--- src/rtl/c17_bist_pkg.sv ---
`default_nettype none
// ============================================================================
//  Module      : c17_bist_pkg
//  Description : Shared types, constants and helpers for the c17 BIST
//                controller (state encoding, LFSR/MISR parameters, pin map).
//  Revision    : 1.0 - initial release
// ============================================================================
package c17_bist_pkg;

  typedef enum logic [2:0] {
    ST_IDLE    = 3'd0,
    ST_INIT    = 3'd1,
    ST_APPLY   = 3'd2,
    ST_CAPTURE = 3'd3,
    ST_COMPARE = 3'd4,
    ST_DONE    = 3'd5
  } bist_state_t;

  localparam int          LFSR_W      = 5;
  localparam int          MISR_W      = 8;
  localparam logic [7:0]  MISR_POLY   = 8'h1D;  // x^8+x^4+x^3+x^2+1
  localparam int          LFSR_TAP_HI = 4;      // x^5+x^3+1
  localparam int          LFSR_TAP_LO = 2;

  // Pattern bit driving each c17 input pin
  localparam int PAT_X1 = 0;
  localparam int PAT_X2 = 1;
  localparam int PAT_X3 = 2;
  localparam int PAT_X6 = 3;
  localparam int PAT_X7 = 4;

  // Fibonacci LFSR step: shift left, feedback into bit 0
  function automatic logic [LFSR_W-1:0] lfsr_next(input logic [LFSR_W-1:0] cur);
    return {cur[LFSR_W-2:0], cur[LFSR_TAP_HI] ^ cur[LFSR_TAP_LO]};
  endfunction

  // MISR step: multiply by x modulo the polynomial, then fold in the response
  function automatic logic [MISR_W-1:0] misr_next(input logic [MISR_W-1:0] cur,
                                                  input logic [1:0]        din);
    return {cur[MISR_W-2:0], 1'b0}
         ^ (cur[MISR_W-1] ? MISR_POLY : '0)
         ^ {{(MISR_W-2){1'b0}}, din};
  endfunction

endpackage
`default_nettype wire

--- src/rtl/bist_misr.sv ---
`default_nettype none
// ============================================================================
//  Module      : bist_misr
//  Description : 8-bit multiple-input signature register with synchronous
//                clear and enable, compacting a 2-bit response per cycle.
//  Revision    : 1.0 - initial release
// ============================================================================
module bist_misr
  import c17_bist_pkg::*;
(
  input  logic              clk,
  input  logic              rst,
  input  logic              clr,
  input  logic              en,
  input  logic [1:0]        din,
  output logic [MISR_W-1:0] sig
);

  logic [MISR_W-1:0] sig_d;
  logic [MISR_W-1:0] sig_q;

  // Clear has priority over compaction
  always_comb begin
    sig_d = sig_q;
    if (clr) begin
      sig_d = '0;
    end else if (en) begin
      sig_d = misr_next(sig_q, din);
    end
  end

  // Signature register
  always_ff @(posedge clk or posedge rst) begin
    if (rst) begin
      sig_q <= '0;
    end else begin
      sig_q <= sig_d;
    end
  end

  assign sig = sig_q;

endmodule
`default_nettype wire

--- src/rtl/c17_bist_ctrl.sv ---
`default_nettype none
// ============================================================================
//  Module      : c17_bist_ctrl
//  Description : BIST controller for c17: LFSR pattern generation, MISR
//                response compaction and golden-signature comparison behind
//                a start/done handshake.
//  Revision    : 1.0 - initial release
// ============================================================================
module c17_bist_ctrl
  import c17_bist_pkg::*;
#(
  parameter int          NPAT   = 31,
  parameter logic [4:0]  SEED   = 5'b00001,
  parameter logic [7:0]  GOLDEN = 8'h00
) (
  input  logic              CK,
  input  logic              RST,
  input  logic              start,
  input  logic              abort,
  output logic [LFSR_W-1:0] pat_out,
  input  logic [1:0]        resp_in,
  output logic              busy,
  output logic              done,
  output logic              pass,
  output logic [MISR_W-1:0] signature,
  output logic [7:0]        pat_idx
);

  localparam logic [7:0] LAST_IDX = 8'(NPAT - 1);

  bist_state_t       state_q,   state_d;
  logic [LFSR_W-1:0] lfsr_q,    lfsr_d;
  logic [7:0]        pat_idx_q, pat_idx_d;
  logic              pass_q,    pass_d;
  logic              misr_clr;
  logic              misr_en;

  // Next-state, datapath updates and MISR controls; abort overrides all
  always_comb begin
    state_d   = state_q;
    lfsr_d    = lfsr_q;
    pat_idx_d = pat_idx_q;
    pass_d    = pass_q;
    misr_clr  = 1'b0;
    misr_en   = 1'b0;
    if (abort) begin
      state_d = ST_IDLE;
      pass_d  = 1'b0;
    end else begin
      case (state_q)
        ST_IDLE: begin
          if (start) state_d = ST_INIT;
        end
        ST_INIT: begin
          lfsr_d    = SEED;
          misr_clr  = 1'b1;
          pat_idx_d = '0;
          pass_d    = 1'b0;
          state_d   = ST_APPLY;
        end
        ST_APPLY: begin
          // Pattern held for a full cycle so c17 settles before capture
          state_d = ST_CAPTURE;
        end
        ST_CAPTURE: begin
          misr_en = 1'b1;
          if (pat_idx_q == LAST_IDX) begin
            state_d = ST_COMPARE;
          end else begin
            pat_idx_d = pat_idx_q + 8'd1;
            lfsr_d    = lfsr_next(lfsr_q);
            state_d   = ST_APPLY;
          end
        end
        ST_COMPARE: begin
          pass_d  = (signature == GOLDEN);
          state_d = ST_DONE;
        end
        ST_DONE: begin
          if (start) state_d = ST_INIT;
        end
        default: begin
          state_d = ST_IDLE;
        end
      endcase
    end
  end

  // Controller state registers
  always_ff @(posedge CK or posedge RST) begin
    if (RST) begin
      state_q   <= ST_IDLE;
      lfsr_q    <= SEED;
      pat_idx_q <= '0;
      pass_q    <= 1'b0;
    end else begin
      state_q   <= state_d;
      lfsr_q    <= lfsr_d;
      pat_idx_q <= pat_idx_d;
      pass_q    <= pass_d;
    end
  end

  bist_misr u_misr (
    .clk (CK),
    .rst (RST),
    .clr (misr_clr),
    .en  (misr_en),
    .din (resp_in),
    .sig (signature)
  );

  // Drive c17 only while a pattern is being applied or captured
  always_comb begin
    pat_out = '0;
    if (state_q == ST_APPLY || state_q == ST_CAPTURE) begin
      pat_out[PAT_X1] = lfsr_q[0];
      pat_out[PAT_X2] = lfsr_q[1];
      pat_out[PAT_X3] = lfsr_q[2];
      pat_out[PAT_X6] = lfsr_q[3];
      pat_out[PAT_X7] = lfsr_q[4];
    end
  end

  assign busy    = (state_q == ST_INIT) || (state_q == ST_APPLY) ||
                   (state_q == ST_CAPTURE) || (state_q == ST_COMPARE);
  assign done    = (state_q == ST_DONE);
  assign pass    = pass_q;
  assign pat_idx = pat_idx_q;

endmodule
`default_nettype wire
--- config.mk ---
export PLATFORM = sky130hd
export DESIGN_NAME = c17_bist_ctrl
export DESIGN_NICKNAME = d
export VERILOG_FILES = /design/src/rtl/c17_bist_pkg.sv /design/src/rtl/bist_misr.sv /design/src/rtl/c17_bist_ctrl.sv
export SDC_FILE = /design/constraint.sdc
export NUM_CORES = 1
export LEC_CHECK = 0
export CAP_MARGIN = 20
export CORE_UTILIZATION = 45
export CTS_BUF_LIST = sky130_fd_sc_hd__clkbuf_4
export CTS_CLUSTER_DIAMETER = 150
export DETAILED_ROUTE_END_ITERATION = 16
export GPL_TIMING_DRIVEN = 0
export PLACE_DENSITY = 0.73
export SLEW_MARGIN = 40
export SYNTH_ARGS = -nofsm -noshare
export SYNTH_HDL_FRONTEND = slang
export SYNTH_SLANG_ARGS = --single-unit
export TNS_END_PERCENT = 100
--- constraint.sdc ---
create_clock -name CK -period 3.1 [get_ports CK]
set_input_delay 0.775 -clock CK [delete_from_list [all_inputs] [get_ports CK]]
set_output_delay 0.775 -clock CK [all_outputs]
set_load 0.03 [all_outputs]
==> run_1/ff_map.png <==
Other sequential cells in the stronger gray, the rest of the logic in the fainter gray.
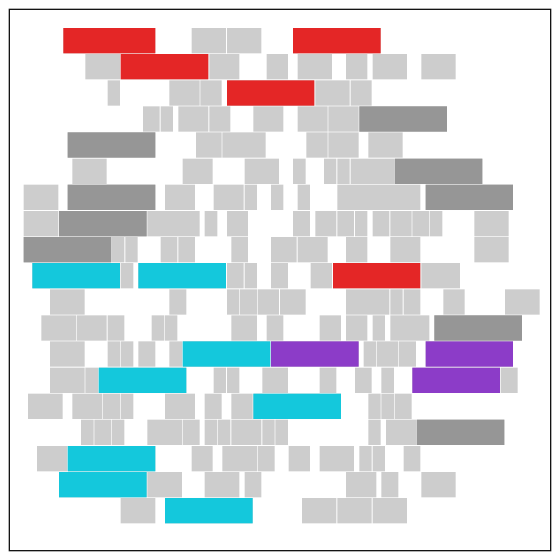
- cyan: u_misr.sig (placed flops 8)
- red: lfsr_q (placed flops 5; where north)
- purple: state_q (placed flops 3)
- not colored: 9
final core utilization: 60.5%
flop share of the area: 37.2%
FF/Latch Area: 627 µm²
sequential logic power: 0.379 mW

==> run_1/class_map.png <==
Fill, decap, tap and diode cells in gray.
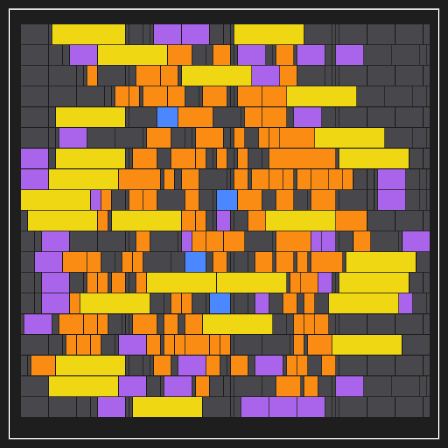
- blue: clock drivers and dummy loads (cells 4; share of their area 1.8%)
- orange: remaining logic cells (cells 108; share of their area 40%)
- yellow: registers (cells 25; share of their area 38%)
- purple: remaining buffers and delay cells (cells 37; share of their area 20%)

==> run_1/layers.png <==
Scale bar: 20 µm. Two of the layers only.
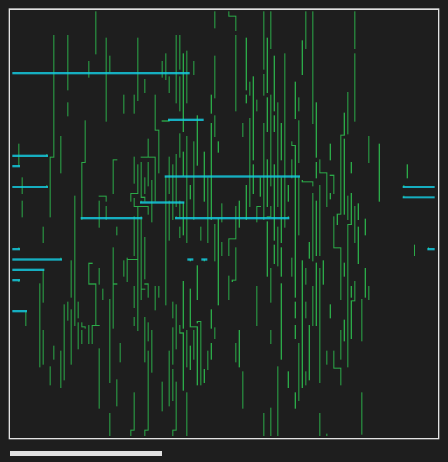
- green: M2 (wire length 1310 µm)
- cyan: M3 (wire length 104 µm)
Routed WL per cell: 14.3 µm
Routed WL: 2930 µm
Tot GR Track Use: 20.1%

==> run_1/route_heat.png <==
Scale bar: 20 µm. 11 x 11 tiles, from black (low) to pale yellow (high), scaled to the fullest tile. Values are wire area over tile area, all layers added.
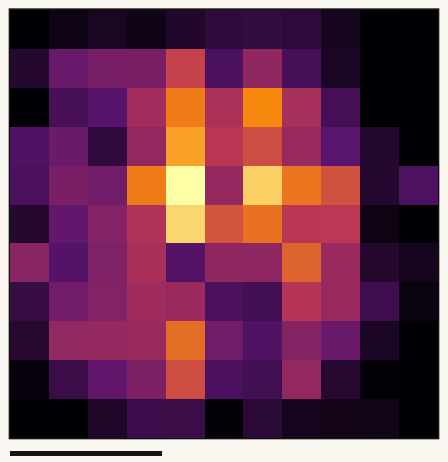
- nearly empty tiles: 15%
- densest ninth of the die: center
- tiles over half the peak: 13%
- fullest tile: 0.53
- emptiest ninth of the die: north-east
via count: 1151

==> flow_summary.json, run 1 <==
{
  "area_leaders": "dfrtp_1 45%, nand2_1 6.8%, and2_1 3.8%, nand3_1 3.8%, a22o_1 3.3%",
  "place_hpwl_um": 2160,
  "warnings": 27,
  "fin_skew_ns": 0.00268,
  "numPortBuffers": 29,
  "hp-class": "register to register",
  "fmax_mhz": 343,
  "ys_chip_area_um2": 1320,
  "fin_hold_ws_ns": 0.521,
  "dr_wl_met2_um": 1310,
  "die-area_um2": 3160,
  "buf_share_pct": 19.4,
  "dominant_cells": "combinational gates",
  "cts_inserted_buffers": 3,
  "cp_data_required_time_ns": 2.32,
  "swShare_pct": 31.8,
  "grt_pass1_vias": 1065,
  "worstSetupPathDepth": 4,
  "worstPathArrival_ns": 2.14,
  "slew_headroom_pct": 64.9,
  "synth_cell_types": 36,
  "mi_logic_area_um2": 646,
  "grt_max_degree": 26,
  "flop-count": 25,
  "wl_met3_um": 104,
  "crit_start": "state_q[2]$_DFFE_PP0P_",
  "fin_nets": 183,
  "setup_violations": 0,
  "antenna_found_initial": 0,
  "row_count": 19,
  "grt_pass1_wl_um": 5000,
  "top_area_cell": "dfrtp_1",
  "ys_cells": 141,
  "hp-start": "lfsr_q[1]$_DFFE_PP0P_",
  "clkPwrFrac_pct": 22.1,
  "p_sw_mw": 0.224,
  "clk_pin_slew_ns": 0.13,
  "worstSetupPathType": "register to output port",
  "num_io_pins": 30,
  "synth_top_area_share_pct": 45.4,
  "wl_met1_um": 1470,
  "p_comb_share_pct": 24.1,
  "nNonClkInverters": 4,
  "finalCritPeriodShare_pct": 94.0,
  "n_all_buffers": 37,
  "hold_buffers": 0,
  "tritoncts": "built",
  "synthToLayoutAreaGrowth_pct": 27.1,
  "drc": 0,
  "root_buffer": "clkbuf_4",
  "crit_path_max_incr_delay_ns": 0.67,
  "vias_per_cell": 5.61,
  "clock_path_buffers": 2,
  "reg2reg_to": "pat_idx[2]$_DFFE_PP0P_",
  "ant_nets": 0,
  "crit_fanout": 7,
  "highest-signal-layer": "met4",
  "comb_cells": 104,
  "chipWidth_um": 56.2,
  "htree_levels": 1,
  "ff_type": "dfrtp_1",
  "r2r_start": "pat_idx[0]$_DFFE_PP0P_",
  "post_cts.repair.setup_buffers": 0,
  "clk_share_pct": 1.78,
  "syn_avg_cell_area_um2": 9.39,
  "start_kind": "register",
  "powerClk_mw": 0.156,
  "vdd_ir_drop_max_mv": 0.364,
  "cp_top_family": "buffers and inverters",
  "power_leader": "registers",
  "edf_count": 0,
  "sequentialPowerShare_pct": 53.8,
  "die_h_um": 56.2,
  "core_area_um2": 2780,
  "syn_area_um2": 1320,
  "place_area_um2": 1650,
  "fin_crit_ns": 2.91,
  "clock-sinks": 25,
  "diodes": 0,
  "rrSetupSlack_ns": 1.33,
  "crit_path_top_delay_cell": "clkdlybuf4s50_1",
  "outcome": "completed",
  "ys_seq_share_pct": 47.4,
  "final_cell_area_um2": 1680,
  "tightest_slew_ns": 0.526,
  "fin_setup_tns_ns": 0,
  "rsz0062_at_grt": "no",
  "crit_buf_inv": 2,
  "tap_cells": 31,
  "setup.worst_path.end": "pat_out[0]",
  "cellPowerDensity_nw_per_um2": 419,
  "finalPower_mw": 0.705,
  "grt-ovfl-total": 0,
  "min_path_cells": 1,
  "syn-num-nets": 149,
  "initialDrtViolationCount": 16,
  "yosysWarningCount": 0,
  "final-hold-violation-count": 0,
  "crit_chain": "buf_2 > nor2b_1 > and2_1 > clkdlybuf4s50_1",
  "initCoreUtil_pct": 47.6,
  "intPower_mw": 0.481,
  "ys_seq_elements": 25,
  "clk_latency_ns": 0.31,
  "n_fill_cell": 242,
  "drive_gt1_share_pct": 10.3,
  "comb_area_share_pct": 38.4,
  "p_comb_mw": 0.170,
  "postSynthCellCount": 141,
  "async_reset_ff_share_pct": 100,
  "post_cts_resized": 0,
  "crit_path_end_kind": "output port",
  "gp_congestion": 0.824,
  "nClkBuffers": 4,
  "leakage_nw": 0.777,
  "holdPathEnd": "lfsr_q[2]$_DFFE_PP0P_",
  "maxSlewViolCount": 0,
  "drtPass1Iterations": 4,
  "drv_cap": 0,
  "reg2reg_depth": 6
}
## run 1: cell families (layout without fill, tap and decap cells)
logic type      after synthesis  count (layout)  synth area share (%)
compound gates               27              27                  14.7
xor+xnor                      8               8                  5.29
fa+ha+maj                     2               2                  1.89
buf+inv                      12              45                  3.87
flops                        25              25                  47.4
simple gates                 67              67                  26.9
## run 1: layout by cell type, fill, tap and decap left out, types with 2 or more instances in the layout
| cell | count |
|---|---|
| nor2_1 | 9 |
| buf_2 | 5 |
| clkbuf_4 | 4 |
| a22o_1 | 5 |
| a31oi_1 | 3 |
| ha_1 | 2 |
| nor3_1 | 2 |
| a41oi_1 | 2 |
| nand2_1 | 24 |
| nand3_1 | 10 |
| dfrtp_1 | 24 |
| or3_1 | 2 |
| clkbuf_1 | 2 |
| xor2_1 | 5 |
| o21ai_0 | 4 |
| inv_1 | 3 |
| a21oi_1 | 8 |
| xnor2_1 | 3 |
| nor2b_1 | 2 |
| and2_1 | 8 |
| clkdlybuf4s50_1 | 29 |
## run 1: per-stage QoR
stage / instances / worst slack, ns
2_1_floorplan: 141 / 1.18
3_3_place_gp: 201 / 0.608
3_5_place_dp: 201 / 0.579
4_1_cts: 205 / 0.200
5_1_grt: 205 / 0.0978
6_report: 205 / 0.187
## run 1: synth_stat cells (2+ instances only)
cell,number
clkbuf_1,2
nor2b_1,2
a31oi_1,3
a21oi_1,8
and2_1,8
dfrtp_1,24
ha_1,2
nor2_1,9
xor2_1,5
xnor2_1,3
a22o_1,5
nand3_1,10
o21ai_0,4
nand2_1,24
or3_1,2
buf_2,5
a41oi_1,2
nor3_1,2
inv_1,4
## run 1: routing by layer
metal  vias to the layer above  track usage (%)
met5                         -                0
met4                         0             7.32
met3                         4             2.79
met2                        22             29.1
met1                       569             30.8
li1                        556                -
==> run_1/placed.png <==
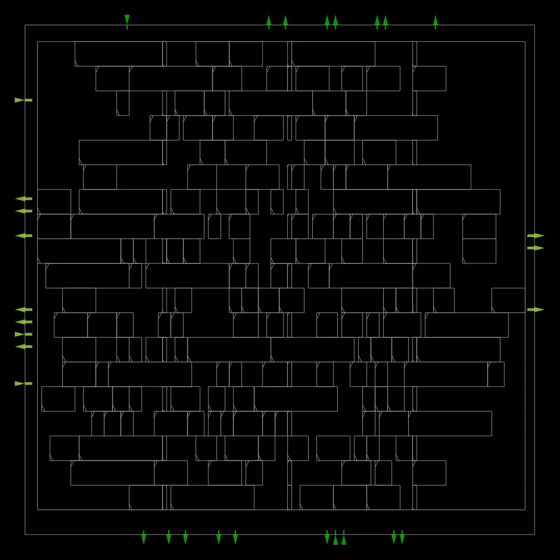

--- run 2 (diff from run 1) ---
CORE_ASPECT_RATIO = 2   (was default)
GPL_ROUTABILITY_DRIVEN = 0   (was default)
HOLD_SLACK_MARGIN = 0.12   (was default)
==> run_2/placed.png <==
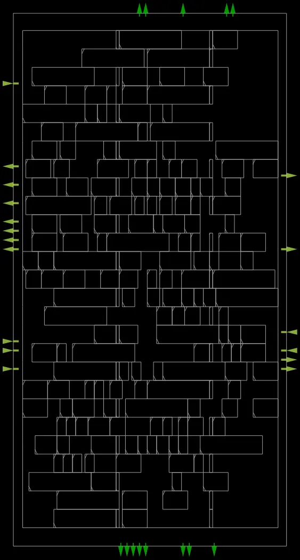
core region area: 2770 µm²
flop share of the area: 37.4%

==> flow_summary.json, run 2 <==
{
  "clock-sinks": 25,
  "cp_data_required_time_ns": 2.32,
  "clock_path_buffers": 2,
  "fin_cells": 203,
  "n_fill_cell": 250,
  "tightest_slew_ns": 0.559,
  "finalPower_mw": 0.693,
  "final-hold-violation-count": 0,
  "post-place-cells": 199,
  "wire_per_inst_um": 14.5,
  "drtPass1Iterations": 4,
  "antenna_found_initial": 0,
  "dp_slack_ns": 0.574,
  "num_vias": 1139,
  "syn-num-nets": 149,
  "grt_pass1_wl_um": 4820,
  "numPortBuffers": 29,
  "cts_inserted_buffers": 3,
  "intPower_mw": 0.470,
  "warnings": 27,
  "fmax_mhz": 346,
  "chipWidth_um": 40.4,
  "post_cts.repair.setup_buffers": 0,
  "fin_setup_tns_ns": 0,
  "drv_cap": 0,
  "hp-class": "register to register",
  "ys_seq_elements": 25,
  "slew_headroom_pct": 62.7,
  "finalCritPeriodShare_pct": 93.2,
  "swShare_pct": 32.2,
  "synth_cell_types": 36,
  "edf_count": 0,
  "area_leaders": "dfrtp_1 45%, nand2_1 6.8%, and2_1 3.8%, nand3_1 3.8%, a22o_1 3.3%",
  "ant_nets": 0,
  "outcome": "completed",
  "yosysWarningCount": 0,
  "num_io_pins": 30,
  "p_comb_share_pct": 24.4,
  "tritoncts": "built",
  "start_kind": "register",
  "die_h_um": 78.7,
  "top_area_cell": "dfrtp_1",
  "syn_avg_cell_area_um2": 9.39,
  "r2r_start": "pat_idx[0]$_DFFE_PP0P_",
  "clk_pin_slew_ns": 0.14,
  "cellPowerDensity_nw_per_um2": 413,
  "crit_fanout": 7,
  "root_buffer": "clkbuf_4",
  "synth_top_area_share_pct": 45.4,
  "finalWorstSetupSlack_ns": 0.209,
  "ys_cells": 141,
  "diodes": 0,
  "fin_util_pct": 60.6,
  "grt_max_degree": 26,
  "clkPwrFrac_pct": 20.9,
  "htree_levels": 1,
  "place_hpwl_um": 2200,
  "sequentialPowerShare_pct": 54.7,
  "crit_start": "state_q[2]$_DFFE_PP0P_",
  "ys_seq_share_pct": 47.4,
  "common_cells": "24 x dfrtp_1, 24 x nand2_1, 10 x nand3_1",
  "synthToLayoutAreaGrowth_pct": 26.7,
  "syn_area_um2": 1320,
  "ys_chip_area_um2": 1320,
  "grt_util_all_layers_pct": 20.9,
  "rsz0062_at_grt": "no",
  "post_cts_resized": 0
}
## run 2: cell type report
type	count	area [µm²]	share of cell area [%]
Tap cell	29	36.3	2.16
Clock buffer	3	22.5	1.34
Clock inverter	1	5.00	0.298
Timing Repair Buffer	29	290	17.3
Buffer	8	36.3	2.16
Inverter	4	15.0	0.895
Sequential cell	25	627	37.4
Multi-Input combinational cell	104	646	38.5
## run 2: metal layers
metal,vias to the layer above,wire length (µm),track usage (%)
li1,559,-,-
met1,547,1190,25.2
met2,29,1610,35.2
met3,4,99,3.07
met4,0,47,7.67
met5,-,0,0
## run 2: cells by family after synthesis
| kind of cell | synth area share, % |
|---|---|
| AND/OR/NAND/NOR | 26.9 |
| AND-OR/OR-AND | 14.7 |
| flip-flops | 47.4 |
| buffers and inverters | 3.87 |
| XOR/XNOR | 5.29 |
| adder cells (fa/ha/maj) | 1.89 |
## run 2: critical path, cell delays in order (launching register included)
cell and delay [ns]:
dfrtp_1 0.38, buf_2 0.16, nor2b_1 0.39, and2_1 0.20
clkdlybuf4s50_1 0.67
## run 2: path summary, 6_finish.rpt
check,endpoint,slack (ns),depth (start not counted)
max,pat_out[1],0.21,4
min,lfsr_q[0]$_DFFE_PP1P_,0.53,1
max reg2reg,pat_idx[2]$_DFFE_PP0P_,1.33,6
min reg2reg,lfsr_q[0]$_DFFE_PP1P_,0.53,1
max in group asynchronous,lfsr_q[0]$_DFFE_PP1P_,1.93,2
min in group asynchronous,u_misr.sig[4]$_DFFE_PP0P_,0.80,2
## run 2: power groups by stage
stage / combinational, mW / sequential, mW / clock [mW]
final: 0.169 / 0.379 / 0.145
after global routing: 0.184 / 0.383 / 0.162
after CTS: 0.171 / 0.379 / 0.149
after detailed placement: 0.169 / 0.385 / 0
after global placement: 0.169 / 0.385 / 0
after floorplan: 0.0846 / 0.406 / 0
Power figures rest on the tool's default switching activity, not on a simulated workload.
